===== src/rtl/piso_octal_reader.sv =====
// Parallel-in serial-out reader with valid/ready serial handshake.
// Define PISO_PARITY_EN to append an even-parity bit to every frame.
module piso_octal_reader #(
  parameter int WIDTH     = 8,
  parameter bit MSB_FIRST = 1'b1
) (
  input  logic             clk,
  input  logic             rst,
  input  logic [WIDTH-1:0] par_in,
  input  logic             load_valid,
  output logic             load_ready,
  output logic             ser_out,
  output logic             ser_valid,
  input  logic             ser_ready,
  output logic             frame_start,
  output logic             frame_end,
  output logic             busy
);

`ifdef PISO_PARITY_EN
  localparam int FRAME_LEN = WIDTH + 1;
`else
  localparam int FRAME_LEN = WIDTH;
`endif
  localparam int CW = $clog2(FRAME_LEN + 1);

  typedef enum logic {
    IDLE,
    SHIFT
  } state_t;

  state_t               state_q, state_d;
  logic [FRAME_LEN-1:0] sreg_q, sreg_d;
  logic [FRAME_LEN-1:0] frame_word;
  logic [CW-1:0]        cnt_q, cnt_d;

  // Parity sits on the side of the register that shifts out last.
  always_comb begin
`ifdef PISO_PARITY_EN
    if (MSB_FIRST)
      frame_word = {par_in, ^par_in};
    else
      frame_word = {^par_in, par_in};
`else
    frame_word = par_in;
`endif
  end

  always_comb begin
    state_d = state_q;
    sreg_d  = sreg_q;
    cnt_d   = cnt_q;
    unique case (state_q)
      IDLE: begin
        if (load_valid) begin
          sreg_d  = frame_word;
          cnt_d   = CW'(FRAME_LEN);
          state_d = SHIFT;
        end
      end
      SHIFT: begin
        if (ser_ready) begin
          sreg_d = MSB_FIRST ? (sreg_q << 1)
                             : (sreg_q >> 1);
          cnt_d  = cnt_q - CW'(1);
          if (cnt_q == CW'(1))
            state_d = IDLE;
        end
      end
    endcase
  end

  always_ff @(posedge clk) begin
    if (rst) begin
      state_q <= IDLE;
      sreg_q  <= '0;
      cnt_q   <= '0;
    end else begin
      state_q <= state_d;
      sreg_q  <= sreg_d;
      cnt_q   <= cnt_d;
    end
  end

  // Outputs decode flops only; no input reaches an output.
  assign ser_valid   = (state_q == SHIFT);
  assign busy        = (state_q == SHIFT);
  assign load_ready  = (state_q == IDLE);
  assign ser_out     = MSB_FIRST ? sreg_q[FRAME_LEN-1]
                                 : sreg_q[0];
  assign frame_start = ser_valid &&
                       (cnt_q == CW'(FRAME_LEN));
  assign frame_end   = ser_valid && (cnt_q == CW'(1));

endmodule


===== config.mk =====
export PLATFORM = sky130hd
export DESIGN_NAME = piso_octal_reader
export DESIGN_NICKNAME = d
export VERILOG_FILES = /design/src/rtl/piso_octal_reader.sv
export SDC_FILE = /design/constraint.sdc
export NUM_CORES = 1
export LEC_CHECK = 0
export CORE_UTILIZATION = 49
export CTS_BUF_LIST = sky130_fd_sc_hd__clkbuf_16
export CTS_CLUSTER_SIZE = 12
export DETAILED_ROUTE_END_ITERATION = 8
export GPL_ROUTABILITY_DRIVEN = 0
export HOLD_SLACK_MARGIN = 0.1
export PLACE_DENSITY = 0.78
export REMOVE_ABC_BUFFERS = 1
export SYNTH_ARGS = -nofsm -noshare
export SYNTH_HDL_FRONTEND = slang
export SYNTH_SLANG_ARGS = --single-unit

===== constraint.sdc =====
create_clock -name clk -period 3.79 [get_ports clk]
set_clock_uncertainty 0.1 [all_clocks]
set_input_delay 0.9475 -clock clk [delete_from_list [all_inputs] [get_ports clk]]
set_output_delay 0.9475 -clock clk [all_outputs]
set_load 0.05 [all_outputs]

Fig. 1: run 1, power grid
Pins as bars on the die edge.
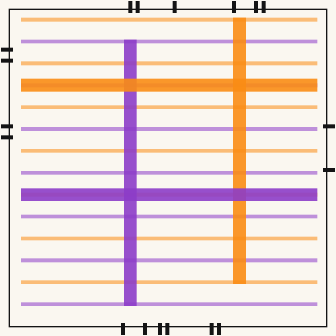
- orange: VDD
- purple: VSS
- signal pins: 18
- met4 straps: 2
- met1 rails: 14
- rows: 13
- met5 straps: 2
die height: 39.3 um
VDD IR max: 0.000284 V

Fig. 2: run 1, cell classes on the final placement
Bar = 10 um.
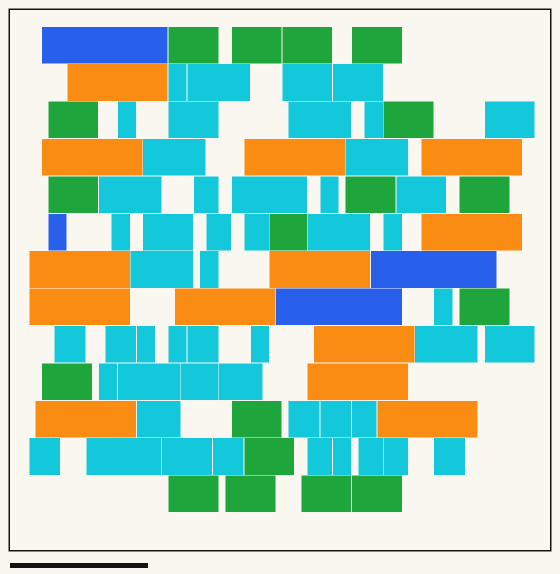
- orange: registers (cells 13; share of their area 29%)
- green: remaining buffers and delay cells (cells 18; share of their area 20%)
- blue: clock drivers and dummy loads (cells 4; share of their area 8.8%)
- cyan: remaining logic cells (cells 50; share of their area 42%)
Seq/total area: 28.4%
Core Region: 1300 sq um
post-route cell area: 917 sq um
row count: 13
Final Util: 70.5%

==> flow_summary.ini, run 1 <==
; flow metrics
[outcome]
status = finished clean

[logic_synthesis]
mux_area_share_pct = 14.7
edf_count = 0
netlist_area_sq_um = 681
synth-xor-area-share_pct = 0
yosys.area_share.aoi_pct = 18.2

[die]
die_w_um = 39.3
num_tap_cells = 15
initial_utilization_pct = 52.3

[route]
avgViaCountPerCell = 5.45
drtIter0Drc = 3

[timing]
fin_crit_sh_pct = 79.6
rsz0062_at_grt = false
worstMarginPinSlew_ns = 0.627
post-route-min-period_ns = 3.01

[worst_setup_path]
r2r_setup_slack_ns = 1.94
worstSetupPathType = flip-flop to output pin
path_buffers = 1

[job]
maxCapViolations = 0

[global_routing]
grt_max_degree = 18

[layout]
mostFrequentLayoutCells = 17 x clkdlybuf4s50_1, 13 x dfxtp_1, 8 x nor2_1
nFillCells = 111
nClkBuffers = 3
Fig. 3: run 1, clock network drawn from the DEF
Bar = 10 um.
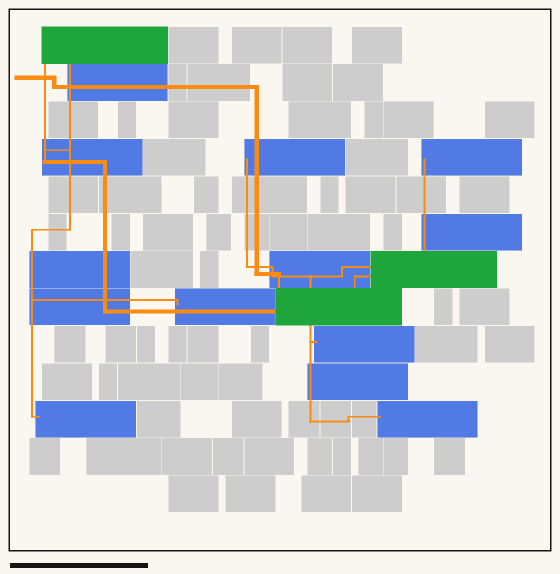
- green: clock-net drivers (count 3)
- blue: flip-flops (count 13)
- orange: clock wires (length 179 um)
- routed clock nets: 4
Worst-Skew Late Latency: 0.24 ns
P_clk: 0.192 mW
clock share of power: 44.2%

Fig. 4: run 1, routed metal, one color a layer
Two of the layers only.
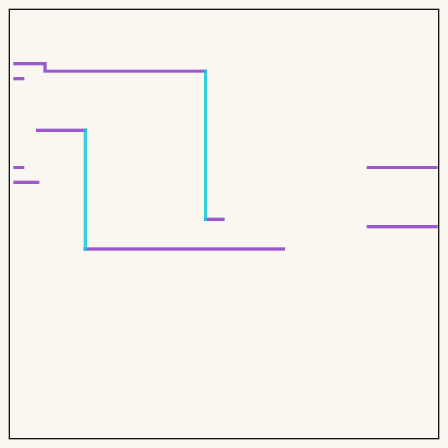
- purple: M3 (wire length 58.2 um)
- cyan: M4 (wire length 24.5 um)
DRT Wirelength: 1.26 mm
DR WL/cell: 12.6 um
DR vias: 545
Overall Global Routing Usage: 20.2%

## run 1: layer usage
metal  vias to the layer above  part of all wire, %  GRT usage, %
met2                         8                   49          32.9
met3                         4                  4.6          8.52
met5                         -                    0             0
met4                         0                  1.9          10.3
met1                       254                   44          22.2
li1                        279                    -             -
## run 1: registers in the layout (all words and copies together) (netlist names)
| register | count |
|---|---|
| sreg_q | 8 |
| cnt_q | 4 |
| busy | 1 |
## run 1: metrics by stage
step           setup WS (ns)  hold slack [ns]  std cells
2_1_floorplan          0.733            0.339         63
6_report               0.775            0.369        100
3_5_place_dp            1.03            0.367         96
5_1_grt                0.676            0.434        100
4_1_cts                0.774            0.375        100
3_3_place_gp            1.05            0.364         96
## run 1: worst paths after layout
check        startpoint           to  depth (start not counted)
max                busy  frame_start                          2
min           sreg_q[0]    sreg_q[0]                          2
max reg2reg        busy     cnt_q[0]                          4
min reg2reg   sreg_q[0]    sreg_q[0]                          2
## run 1: cells in the mapped netlist (2+ instances only)
cell	count	area [sq um]
inv_1	3	11.3
dfxtp_1	13	260
nor3_1	3	15.0
mux2_4	2	30.0
a21oi_1	2	10.0
ha_1	2	25.0
mux2i_1	7	70.1
nand2_1	2	7.51
buf_6	2	22.5
a211oi_2	7	87.6
nor2_1	8	30.0
## run 1: worst reg2reg max path: cells and delay by family (launching register included)
family | cells | cell delay (ns)
flops | 1 | 0.65
buf+inv | 1 | 0.27
mux | 2 | 0.70
simple gates | 1 | 0.07
## run 1: where the power goes
part | leakage [nW] | switching, mW | internal, mW
combinational | 0.208 | 0.0439 | 0.0391
clock | 0.0423 | 0.0531 | 0.139
sequential | 0.108 | 0.0104 | 0.149
total | 0.358 | 0.107 | 0.327
--- run 2 (diff from run 1) ---
--- a/config.mk
+++ b/config.mk
@@ -5,13 +5,13 @@
 export SDC_FILE = /design/constraint.sdc
 export NUM_CORES = 1
 export LEC_CHECK = 0
-export CORE_UTILIZATION = 49
+export CORE_UTILIZATION = 41
 export CTS_BUF_LIST = sky130_fd_sc_hd__clkbuf_16
 export CTS_CLUSTER_SIZE = 12
 export DETAILED_ROUTE_END_ITERATION = 8
 export GPL_ROUTABILITY_DRIVEN = 0
 export HOLD_SLACK_MARGIN = 0.1
-export PLACE_DENSITY = 0.78
+export PLACE_DENSITY = 0.69
 export REMOVE_ABC_BUFFERS = 1
 export SYNTH_ARGS = -nofsm -noshare
 export SYNTH_HDL_FRONTEND = slang
==> constraint.sdc (replaced) <==
create_clock -name clk -period 2.62 [get_ports clk]
set_clock_uncertainty 0.1 [all_clocks]
set_input_delay 0.655 -clock clk [delete_from_list [all_inputs] [get_ports clk]]
set_output_delay 0.655 -clock clk [all_outputs]
set_load 0.05 [all_outputs]
==> run 2 against run 1 <==
  * Sequential cell count is the same
  * First-iteration DRC count grew to 3.3 times the previous value
  * Synthesized cell count is the same
  * Global-route usage shrank 2.2 points
  * Area after synthesis is the same
  * Cell area grew 1.5%
  * Register-to-register slack lost 1.1 ns
  * Die size grew 18%
  * Combinational power grew 49%
  * Setup slack lost 0.34 ns
==> flow_summary.ini, run 2 <==
; flow metrics
[die]
initial_utilization_pct = 44.7
die_h_um = 42.7

[power_and_ir_drop]
comb_power_share_pct = 19.5
power_frac_clock_pct = 44.4
p_clk_mw = 0.283
intPower_mw = 0.475
vdd_drop_max_v = 0.000398

[clock_tree]
clk_latency_ns = 0.24

[logic_synthesis]
mux_area_share_pct = 14.7
synth-xor-area-share_pct = 0
netlist_area_sq_um = 681
yosysTopAreaCell = dfxtp_1
edf_count = 0
synth_top_area_share_pct = 38.2

[route]
avgViaCountPerCell = 5.40
wirelength_mm = 1.34
wire_per_inst_um = 13.3
vias = 545

[timing]
worstMarginPinSlew_ns = 0.643
post-route-min-period_ns = 2.19
rsz0062_at_grt = false
fin_crit_sh_pct = 83.5

[outcome]
status = finished clean

[global_routing]
globalRouteTotalUtil_pct = 18.0

[worst_setup_path]
worstSetupPathType = flip-flop to output pin

[job]
maxCapViolations = 0

[layout]
nFillCells = 135
mostFrequentLayoutCells = 13 x dfxtp_1, 12 x clkdlybuf4s50_1, 8 x nor2_1
==> run 2: worst max-delay path, cell delays in order, from the launching register on <==
cell	delay [ns]
dfxtp_1	0.40
ha_1	0.18
nor3b_1	0.25
and2_1	0.21
buf_12	0.14
==> run 2: worst paths after layout <==
check	from	end	slack [ns]	cells after the start
max	cnt_q[0]	frame_end	0.43	4
min	sreg_q[0]	sreg_q[0]	0.39	2
max reg2reg	busy	cnt_q[0]	0.81	4
min reg2reg	sreg_q[0]	sreg_q[0]	0.39	2
==> run 2: through the flow <==
| step | setup slack [ns] | instances | power [mW] | util [%] | hold WS [ns] |
|---|---|---|---|---|---|
| floorplan | -0.145 | 63 | 0.309 | - | 0.339 |
| global placement | 0.559 | 97 | 0.355 | 55.9 | 0.356 |
| detailed placement | 0.449 | 97 | 0.358 | 55.9 | 0.382 |
| CTS | 0.446 | 101 | 0.645 | 61.1 | 0.392 |
| global route | 0.344 | 101 | 0.664 | 61.1 | 0.422 |
| finish | 0.432 | 101 | 0.637 | 61.1 | 0.386 |
==> run 2: metal layers <==
layer	wire length [um]	share of wire, %	global-route usage [%]
met4	39	2.9	11.3
met1	601	45	19.8
met5	0	0	0
met2	640	48	28.2
met3	59	4.4	7.66
==> run 2: kinds of logic (layout without fill, tap and decap cells) <==
kind of cell	after synthesis	after routing
AND/OR/NAND/NOR	23	23
AND-OR/OR-AND	13	13
flip-flops	13	13
multiplexers	9	9
buffers and inverters	8	25
adder cells (fa/ha/maj)	2	2
==> run 2: layout make-up <==
class	count	area (sq um)	area share (%)
tap	16	20.0	2.15
multi-input combinational	47	370	39.8
clock inverter	1	3.75	0.403
sequential	13	260	28.0
inverter	3	11.3	1.21
timing repair buffer	18	190	20.4
clock buffer	3	75.1	8.06
Fig. 5: run 2, cell classes on the final placement
Bar = 10 um.
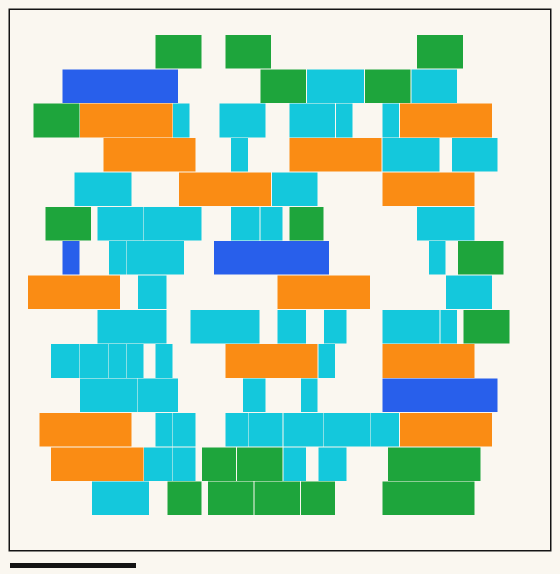
- orange: registers (cells 13; share of their area 29%)
- cyan: remaining logic cells (cells 50; share of their area 42%)
- blue: clock drivers and dummy loads (cells 4; share of their area 8.7%)
- green: remaining buffers and delay cells (cells 18; share of their area 21%)
Final Util: 61.1%
Seq/total area: 28.0%
post-route cell area: 931 sq um
row count: 14
Core Region: 1520 sq um

--- run 3 (diff from run 2) ---
--- a/config.mk
+++ b/config.mk
@@ -5,13 +5,13 @@
 export SDC_FILE = /design/constraint.sdc
 export NUM_CORES = 1
 export LEC_CHECK = 0
-export CORE_UTILIZATION = 41
+export CORE_UTILIZATION = 46
 export CTS_BUF_LIST = sky130_fd_sc_hd__clkbuf_16
 export CTS_CLUSTER_SIZE = 12
 export DETAILED_ROUTE_END_ITERATION = 8
 export GPL_ROUTABILITY_DRIVEN = 0
 export HOLD_SLACK_MARGIN = 0.1
-export PLACE_DENSITY = 0.69
+export PLACE_DENSITY = 0.73
 export REMOVE_ABC_BUFFERS = 1
 export SYNTH_ARGS = -nofsm -noshare
 export SYNTH_HDL_FRONTEND = slang
==> constraint.sdc (replaced) <==
create_clock -name clk -period 2.3 [get_ports clk]
set_clock_uncertainty 0.1 [all_clocks]
set_input_delay 0.575 -clock clk [delete_from_list [all_inputs] [get_ports clk]]
set_output_delay 0.575 -clock clk [all_outputs]
set_load 0.05 [all_outputs]
==> run 3 against run 2 <==
  * Sequential share of layout area fell by 1.1 points
  * Utilization is 12 points higher
  * First-iteration DRC count decreased by 70%
  * Combinational power increased by 24%
  * Hold slack improved by 0.023 ns
  * Die size fell by 10%
  * Critical path depth is the same
  * Clock-buffer cell count stayed put
  * Register-to-register slack about the same
  * Cell area grew 4.2%
  * Critical path type unchanged
==> flow_summary.ini, run 3 <==
; flow metrics
[outcome]
status = finished clean

[layout]
stdcell_area_sq_um = 970
largest_register_ffs = 8
nFillCells = 100
logic_area_sq_um = 370
flop_area_sq_um = 260
top_register = sreg_q
mostFrequentLayoutCells = 13 x dfxtp_1, 12 x clkdlybuf4s50_1, 8 x nor2_1

[worst_setup_path]
critical_path_depth = 4
rr_startpoint = busy
crit_path_start = cnt_q[0]
path_buffers = 1
reg2regPathDepth = 3
crit_family = simple AND/OR/NAND/NOR gates
worstSetupPathType = flip-flop to output pin
cp_slowest_cell = dfxtp_1
slowest_delay_ns = 0.40

[logic_synthesis]
edf_count = 0
netlist_area_sq_um = 681
synth_top_area_share_pct = 38.2
post-synth-top-count-cell = dfxtp_1
yosys-top-cells-count = 13 x dfxtp_1, 8 x nor2_1, 7 x a211oi_2, 7 x mux2i_1
synth.avg_cell_area_sq_um = 10.0
ys_chip_area_sq_um = 681
synthFlopType = dfxtp_1
area_leaders = dfxtp_1 38%, a211oi_2 13%, mux2i_1 10%

[power_and_ir_drop]
comb_power_share_pct = 20.9
p_sw_share_pct = 25.3
finalPower_mw = 0.735
p_sw_mw = 0.186
power_frac_clock_pct = 43.4
vdd_drop_max_v = 0.000454
pwr-share-seq_pct = 35.6

[clock_tree]
clk_latency_ns = 0.24

[die]
die_w_um = 40.5
rows = 13
initial_utilization_pct = 51.0

[place]
pre_cts_slack_ns = 0.263
placed_cell_area_sq_um = 891

[timing]
layout_setup_ws_ns = 0.182
post-route-min-period_ns = 2.12
worstMarginPinSlew_ns = 0.489

[worst_hold_path]
hold_depth = 2
hold_start = sreg_q[0]

[job]
maxCapViolations = 0

[global_routing]
grt_max_degree = 18

[route]
avgViaCountPerCell = 5.42
[run 3: routing by layer]
layer  wire length (um)  vias to the layer above  track usage, %  part of all wire, %
met1                658                      254            27.5                   45
met5                  0                        -               0                    0
li1                   -                      286               -                    -
met4                 12                        0            12.5                 0.82
met2                734                       11            36.9                   50
met3                 52                        2            5.00                  3.6
[run 3: kinds of logic after synthesis]
kind of cell	Yosys count	synth area share (%)
buffers and inverters	8	7.35
flip-flops	13	38.2
multiplexers	9	14.7
AND-OR/OR-AND	13	18.2
adder cells (fa/ha/maj)	2	3.68
AND/OR/NAND/NOR	23	17.8
[run 3: layout make-up]
type | count | area share [%]
Clock buffer | 3 | 7.74
Clock inverter | 1 | 0.387
Multi-Input combinational cell | 47 | 38.2
Timing Repair Buffer | 20 | 23.7
Sequential cell | 13 | 26.8
Inverter | 3 | 1.16
Tap cell | 15 | 1.94
[run 3: worst paths after layout]
kind	to	slack (ns)
worst max-delay path	frame_end	0.18
worst min-delay path	sreg_q[0]	0.41
worst max register to register	cnt_q[0]	0.80
worst min register to register	sreg_q[0]	0.41
[run 3: per-stage QoR]
stage / std cells / TNS (ns) / utilization [%]
after global routing: 102 / 0 / 72.7
after floorplan: 63 / -1.31 / -
after detailed placement: 98 / 0 / 66.8
after global placement: 98 / 0 / 66.8
final: 102 / 0 / 72.7
after CTS: 102 / 0 / 72.7
[run 3: power by group through the flow]
| stage | logic, mW | registers (mW) | clock network [mW] |
|---|---|---|---|
| CTS | 0.155 | 0.262 | 0.326 |
| detailed placement | 0.154 | 0.265 | 0 |
| finish | 0.154 | 0.262 | 0.319 |
| floorplan | 0.0721 | 0.280 | 0 |
| global route | 0.165 | 0.265 | 0.338 |
| global placement | 0.150 | 0.264 | 0 |
Fig. 6: run 3, routed metal, one color a layer
Two of the layers only.
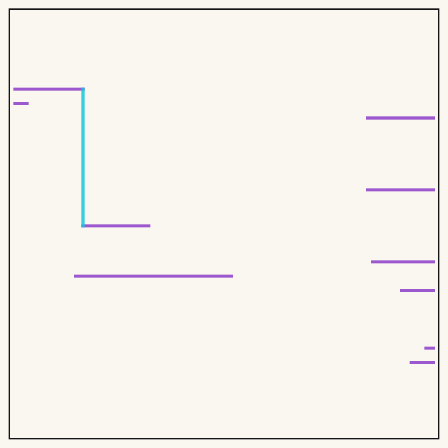
- purple: M3 (wire length 52.4 um)
- cyan: M4 (wire length 12.9 um)
DR vias: 553
DR WL/cell: 14.3 um
DRT Wirelength: 1.46 mm
Overall Global Routing Usage: 22.8%

Power and IR drop assume default switching activity.
